Congestion heat map:
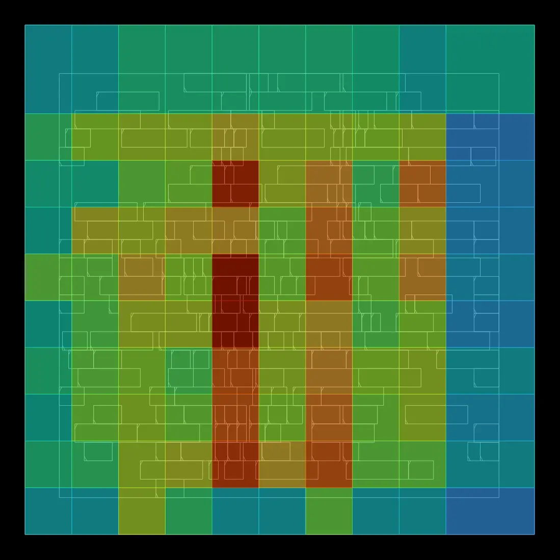
Local utilization:
The die is cut into 8 by 8 equal tiles; white is low, dark blue is high, 0 to 100% covered.
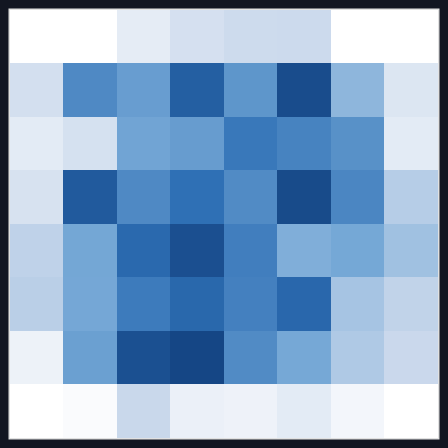
Metal layers overlaid:
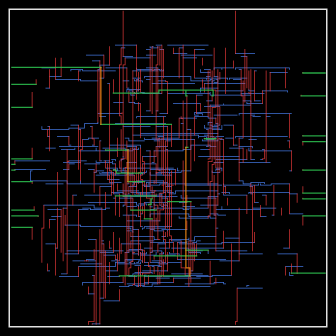
==> src/rtl/spi_pkg.sv <==
// Shared definitions for the SPI secondary: FSM state encoding, default
// transfer width, default underrun fill word and synchronizer depth.
package spi_pkg;

  localparam int unsigned DWIDTH_DEFAULT = 8;
  localparam int unsigned FILL_DEFAULT   = 0;
  localparam int unsigned SYNC_STAGES    = 2;

  typedef enum logic [0:0] {
    SPI_IDLE = 1'b0,
    SPI_XFER = 1'b1
  } spi_state_e;

endpackage

==> src/rtl/spi_secondary_if.sv <==
// Local-side handshake bundle of the SPI secondary.
//   tx_data/tx_valid/tx_ready : word offered for transmission (valid/ready)
//   rx_data/rx_valid          : last received word plus one-cycle valid pulse
// master: local logic using the port; slave: the SPI secondary itself.
interface spi_secondary_if
  import spi_pkg::*;
#(
  parameter int unsigned DWIDTH = DWIDTH_DEFAULT
);

  logic [DWIDTH-1:0] tx_data;
  logic              tx_valid;
  logic              tx_ready;
  logic [DWIDTH-1:0] rx_data;
  logic              rx_valid;

  modport master (
    output tx_data,
    output tx_valid,
    input  tx_ready,
    input  rx_data,
    input  rx_valid
  );

  modport slave (
    input  tx_data,
    input  tx_valid,
    output tx_ready,
    output rx_data,
    output rx_valid
  );

endinterface

==> src/rtl/spi_sync.sv <==
// Single-bit multi-flop synchronizer for asynchronous SPI pins.
//   clk, rst_n : system clock, asynchronous active-low reset
//   d          : asynchronous input
//   q          : synchronized output (SYNC_STAGES flops deep)
// RST_VAL lets an idle-high pin such as cs_n come out of reset inactive.
module spi_sync
  import spi_pkg::*;
#(
  parameter logic RST_VAL = 1'b0
) (
  input  logic clk,
  input  logic rst_n,
  input  logic d,
  output logic q
);

  logic [SYNC_STAGES-1:0] ff;

  always_ff @(posedge clk or negedge rst_n) begin
    if (!rst_n) begin
      ff <= {SYNC_STAGES{RST_VAL}};
    end else begin
      ff <= {ff[SYNC_STAGES-2:0], d};
    end
  end

  assign q = ff[SYNC_STAGES-1];

endmodule

==> src/rtl/spi_secondary.sv <==
// SPI secondary, mode 0 (CPOL=0, CPHA=0), MSB first, fully oversampled in
// the clk domain (clk must be at least 4x sclk).
//   clk, rst_n       : system clock, asynchronous active-low reset
//   sclk, cs_n, mosi : asynchronous pins from the initiator
//   miso             : registered data to the initiator (0 while idle)
//   bus (slave)      : tx holding register handshake, rx word + valid pulse
//   err              : only with SPI_SEC_ERR_EN defined; one-cycle pulse on
//                      transmit underrun or on mid-word chip-select abort
module spi_secondary
  import spi_pkg::*;
#(
  parameter int unsigned       DWIDTH = DWIDTH_DEFAULT,
  parameter logic [DWIDTH-1:0] FILL   = DWIDTH'(FILL_DEFAULT)
) (
  input  logic clk,
  input  logic rst_n,
  input  logic sclk,
  input  logic cs_n,
  input  logic mosi,
  output logic miso,
`ifdef SPI_SEC_ERR_EN
  output logic err,
`endif
  spi_secondary_if.slave bus
);

  localparam int unsigned CNT_W = (DWIDTH > 1) ? $clog2(DWIDTH) : 1;
  localparam int unsigned RX_W  = DWIDTH - 1;
  localparam logic [CNT_W-1:0] LAST_BIT = CNT_W'(DWIDTH - 1);

  // Pin synchronizers and edge-detect registers
  logic sclk_s, cs_s, mosi_s;
  logic sclk_d, cs_d;

  spi_sync #(.RST_VAL(1'b0)) u_sync_sclk (.clk(clk), .rst_n(rst_n), .d(sclk), .q(sclk_s));
  spi_sync #(.RST_VAL(1'b1)) u_sync_cs   (.clk(clk), .rst_n(rst_n), .d(cs_n), .q(cs_s));
  spi_sync #(.RST_VAL(1'b0)) u_sync_mosi (.clk(clk), .rst_n(rst_n), .d(mosi), .q(mosi_s));

  always_ff @(posedge clk or negedge rst_n) begin
    if (!rst_n) begin
      sclk_d <= 1'b0;
      cs_d   <= 1'b1;
    end else begin
      sclk_d <= sclk_s;
      cs_d   <= cs_s;
    end
  end

  logic sclk_rise_c, sclk_fall_c, cs_fall_c, cs_rise_c;
  assign sclk_rise_c = sclk_s & ~sclk_d;
  assign sclk_fall_c = ~sclk_s & sclk_d;
  assign cs_fall_c   = ~cs_s & cs_d;
  assign cs_rise_c   = cs_s & ~cs_d;

  // Datapath state
  spi_state_e        state, state_next;
  logic [CNT_W-1:0]  bit_cnt;
  logic              reload_pend;   // word complete, next sclk fall loads
  logic [DWIDTH-1:0] tx_sh;
  logic [RX_W-1:0]   rx_sh;
  logic [DWIDTH-1:0] hold_data;
  logic              hold_empty;
  logic [DWIDTH-1:0] rx_data_q;
  logic              rx_valid_q;
  logic              miso_q;

  // FSM state register
  always_ff @(posedge clk or negedge rst_n) begin
    if (!rst_n) begin
      state <= SPI_IDLE;
    end else begin
      state <= state_next;
    end
  end

  // FSM next state: chip select alone moves between idle and transfer
  always_comb begin
    state_next = state;
    case (state)
      SPI_IDLE: if (cs_fall_c) state_next = SPI_XFER;
      SPI_XFER: if (cs_rise_c) state_next = SPI_IDLE;
      default:  state_next = SPI_IDLE;
    endcase
  end

  // FSM action decode; a chip-select rise overrides any coincident sclk edge
  logic load_c, shift_c, rise_c, drop_c;
  always_comb begin
    load_c  = 1'b0;
    shift_c = 1'b0;
    rise_c  = 1'b0;
    drop_c  = 1'b0;
    case (state)
      SPI_IDLE: load_c = cs_fall_c;
      SPI_XFER: begin
        if (cs_rise_c) begin
          drop_c = 1'b1;
        end else begin
          rise_c = sclk_rise_c;
          if (sclk_fall_c) begin
            if (reload_pend) load_c  = 1'b1;
            else             shift_c = 1'b1;
          end
        end
      end
      default: ;
    endcase
  end

  // Accept only into an empty register; a same-cycle load still sees it empty
  logic accept_c;
  assign accept_c = bus.tx_valid & hold_empty;

  // Transmit holding register
  always_ff @(posedge clk or negedge rst_n) begin
    if (!rst_n) begin
      hold_data  <= '0;
      hold_empty <= 1'b1;
    end else begin
      if (load_c && !hold_empty) hold_empty <= 1'b1;
      if (accept_c) begin
        hold_data  <= bus.tx_data;
        hold_empty <= 1'b0;
      end
    end
  end

  // Transmit shifter and miso, which trails the shifter MSB by one cycle
  always_ff @(posedge clk or negedge rst_n) begin
    if (!rst_n) begin
      tx_sh  <= '0;
      miso_q <= 1'b0;
    end else begin
      if (load_c) begin
        tx_sh <= hold_empty ? FILL : hold_data;
      end else if (shift_c) begin
        tx_sh <= {tx_sh[DWIDTH-2:0], 1'b0};
      end else if (drop_c) begin
        tx_sh <= '0;
      end
      miso_q <= (state == SPI_XFER) ? tx_sh[DWIDTH-1] : 1'b0;
    end
  end

  // Receive shifter, bit counter and completed-word output
  always_ff @(posedge clk or negedge rst_n) begin
    if (!rst_n) begin
      rx_sh       <= '0;
      bit_cnt     <= '0;
      reload_pend <= 1'b0;
      rx_data_q   <= '0;
      rx_valid_q  <= 1'b0;
    end else begin
      rx_valid_q <= 1'b0;
      if (drop_c) begin
        rx_sh       <= '0;
        bit_cnt     <= '0;
        reload_pend <= 1'b0;
      end else if (rise_c) begin
        rx_sh <= RX_W'({rx_sh, mosi_s});
        if (bit_cnt == LAST_BIT) begin
          rx_data_q   <= {rx_sh, mosi_s};
          rx_valid_q  <= 1'b1;
          bit_cnt     <= '0;
          reload_pend <= 1'b1;
        end else begin
          bit_cnt <= bit_cnt + CNT_W'(1);
        end
      end else if (load_c) begin
        reload_pend <= 1'b0;
      end
    end
  end

`ifdef SPI_SEC_ERR_EN
  // Underrun and abort OR together so a coincidence gives a single pulse
  logic underrun_c, abort_c, err_q;
  assign underrun_c = load_c & hold_empty;
  assign abort_c    = drop_c & (bit_cnt != '0);

  always_ff @(posedge clk or negedge rst_n) begin
    if (!rst_n) begin
      err_q <= 1'b0;
    end else begin
      err_q <= underrun_c | abort_c;
    end
  end

  assign err = err_q;
`endif

  assign miso         = miso_q;
  assign bus.tx_ready = hold_empty;
  assign bus.rx_data  = rx_data_q;
  assign bus.rx_valid = rx_valid_q;

endmodule
==> src/flat_wrapper.sv <==
// flat-port wrapper written by rule: the top's interface ports become plain ports
module spi_secondary_flat import spi_pkg::*;
#(
  parameter int unsigned       DWIDTH = DWIDTH_DEFAULT,
  parameter logic [DWIDTH-1:0] FILL   = DWIDTH'(FILL_DEFAULT)
)
  (clk, rst_n, sclk, cs_n, mosi, miso, bus_tx_data, bus_tx_valid, bus_tx_ready, bus_rx_data, bus_rx_valid);
  spi_secondary_if #(.DWIDTH(DWIDTH)) bus_i ();
  input  logic clk;
  input  logic rst_n;
  input  logic sclk;
  input  logic cs_n;
  input  logic mosi;
  output logic miso;
  input wire logic [$bits(bus_i.tx_data)-1:0] bus_tx_data;
  input wire logic [$bits(bus_i.tx_valid)-1:0] bus_tx_valid;
  output wire logic [$bits(bus_i.tx_ready)-1:0] bus_tx_ready;
  output wire logic [$bits(bus_i.rx_data)-1:0] bus_rx_data;
  output wire logic [$bits(bus_i.rx_valid)-1:0] bus_rx_valid;
  assign bus_i.tx_data = bus_tx_data;
  assign bus_i.tx_valid = bus_tx_valid;
  assign bus_tx_ready = bus_i.tx_ready;
  assign bus_rx_data = bus_i.rx_data;
  assign bus_rx_valid = bus_i.rx_valid;
  spi_secondary #(.DWIDTH(DWIDTH), .FILL(FILL)) u_core (.clk(clk), .rst_n(rst_n), .sclk(sclk), .cs_n(cs_n), .mosi(mosi), .miso(miso), .bus(bus_i));
endmodule
==> config.mk <==
export PLATFORM = sky130hd
export DESIGN_NAME = spi_secondary_flat
export DESIGN_NICKNAME = d
export VERILOG_FILES = /design/src/rtl/spi_pkg.sv /design/src/rtl/spi_secondary_if.sv /design/src/rtl/spi_sync.sv /design/src/rtl/spi_secondary.sv /design/src/flat_wrapper.sv
export SDC_FILE = /design/constraint.sdc
export NUM_CORES = 1
export LEC_CHECK = 0
export CORE_MARGIN = 5
export CORE_UTILIZATION = 48
export CTS_BUF_LIST = sky130_fd_sc_hd__clkbuf_8
export CTS_CLUSTER_SIZE = 24
export DETAILED_ROUTE_END_ITERATION = 8
export PLACE_DENSITY = 0.7
export SLEW_MARGIN = 20
export SYNTH_ARGS = -nofsm -noshare
export SYNTH_HDL_FRONTEND = slang
export SYNTH_SLANG_ARGS = --single-unit
==> constraint.sdc <==
create_clock -name clk -period 1.94 [get_ports clk]
set_input_delay 0.194 -clock clk [delete_from_list [all_inputs] [get_ports clk]]
set_output_delay 0.194 -clock clk [all_outputs]
set_load 0.01 [all_outputs]
==> impl_metrics.yaml <==
# yosys + openroad results
status:
  status: "completed"
hold_path:
  hold_class: "in2reg"
grt:
  grt.overflow.total: 0
  grt_pass1_wl_um: 6210
  grt_util_met3_pct: 4.67
cts:
  clockRootBuffer: "clkbuf_8"
  htree_levels: 2
  insertion_delay_ns: 0.30
  clkTransAtPathRegs_ns: 0.08
  cts.repair.resized: 0
  cts_setup_buffers: 0
detailed_routing:
  wl_met2_um: 1740
  routedLengthMet1_um: 1560
power_and_ir_drop:
  pg_comb_mw: 0.367
  p_per_area_nw_per_um2: 931
  p_seq_mw: 1.27
  p_total_mw: 2.28
  intPower_mw: 1.68
die:
  die_w_um: 75.2
final_timing:
  period_used_pct: 91.1
  rsz0062_at_grt: "false"
  setup_violations: 0
flow_run:
  cap_viol_max_count: 0
synth:
  netlist_logic_family_top: "simple AND/OR/NAND/NOR gates"
  syn_avg_cell_area_sq_um: 12.4
  ys_types: 38
  synthCells: 164
cells_and_area:
  area_growth_pct: 19.9
  nets: 210
## Picture notes: 'congestion heat map'
Total GRT Usage: 14.6%
global routing usage on met2: 22.4%

## Picture notes: 'local utilization'
The densest ninth of the die: middle. 16% of the tiles are over 75% full. The fullest tile reaches 91%. The mean over all tiles is 42%.
Core Region: 4060 sq um
final core occ: 60.2%
Init Core Util: 50.2%

## Picture notes: 'metal layers overlaid'
Key: red = metal 2 [wire length 1740 um]; green = metal 3 [wire length 232 um]; blue = metal 1 [wire length 1560 um]; orange = metal 4 [wire length 52.6 um]
wirelength, routed: 3580 um
wire per inst: 14.6 um
Vias: 1342

## final timing paths
check | from | to | slack [ns] | depth (start not counted)
setup / recovery | u_core.cs_d | u_core.bus.rx_data[0] | 0.17 | 4
hold / removal | cs_n | u_core.u_sync_cs.ff[0] | 0.29 | 1
setup reg to reg | u_core.cs_d | u_core.bus.rx_data[0] | 0.17 | 4
hold reg to reg | u_core.u_sync_mosi.ff[0] | u_core.u_sync_mosi.ff[1] | 0.36 | 0
max in group asynchronous | rst_n | u_core.hold_data[6] | 1.04 | 3
min in group asynchronous | rst_n | u_core.bus.rx_valid | 0.50 | 3
## critical path: stages, from the launching register on
cell and delay [ns]:
dfstp_2 0.59, nand2b_1 0.34, and4_4 0.32, nand2_8 0.09
mux2_4 0.32
## final cells by class
type	instances	share of cell area, %
repair buffers	30	11.6
clock inverters	1	0.307
inverters	4	0.614
well taps	50	2.56
clock buffers	7	3.94
flip-flops and latches	47	48.3
multi-input cells	106	32.7
## cell usage after synthesis (2+ instances only)
cell,instances,area [sq um]
buf_6,2,22.5
clkbuf_1,3,11.3
dfrtp_1,43,1080
dfstp_2,4,105
ha_1,2,25.0
inv_1,4,15.0
mux2_2,14,158
mux2_4,8,120
nand2_1,27,101
nand3_1,16,80.1
nand4_1,7,43.8
nor2_1,2,7.51
nor3b_1,2,15.0
o211ai_1,6,45.0
## flip-flops by register name, summed over array words and instances (netlist names)
register	count
u_core.state	1
u_core.u_sync_sclk.ff	2
u_core.tx_sh	8
u_core.bus.rx_valid	1
u_core.bit_cnt	3
u_core.sclk_d	1
u_core.bus.rx_data	8
u_core.reload_pend	1
u_core.hold_data	8
u_core.cs_d	1
u_core.rx_sh	7
u_core.bus.tx_ready	1
u_core.u_sync_mosi.ff	2
u_core.u_sync_cs.ff	2
u_core.miso	1
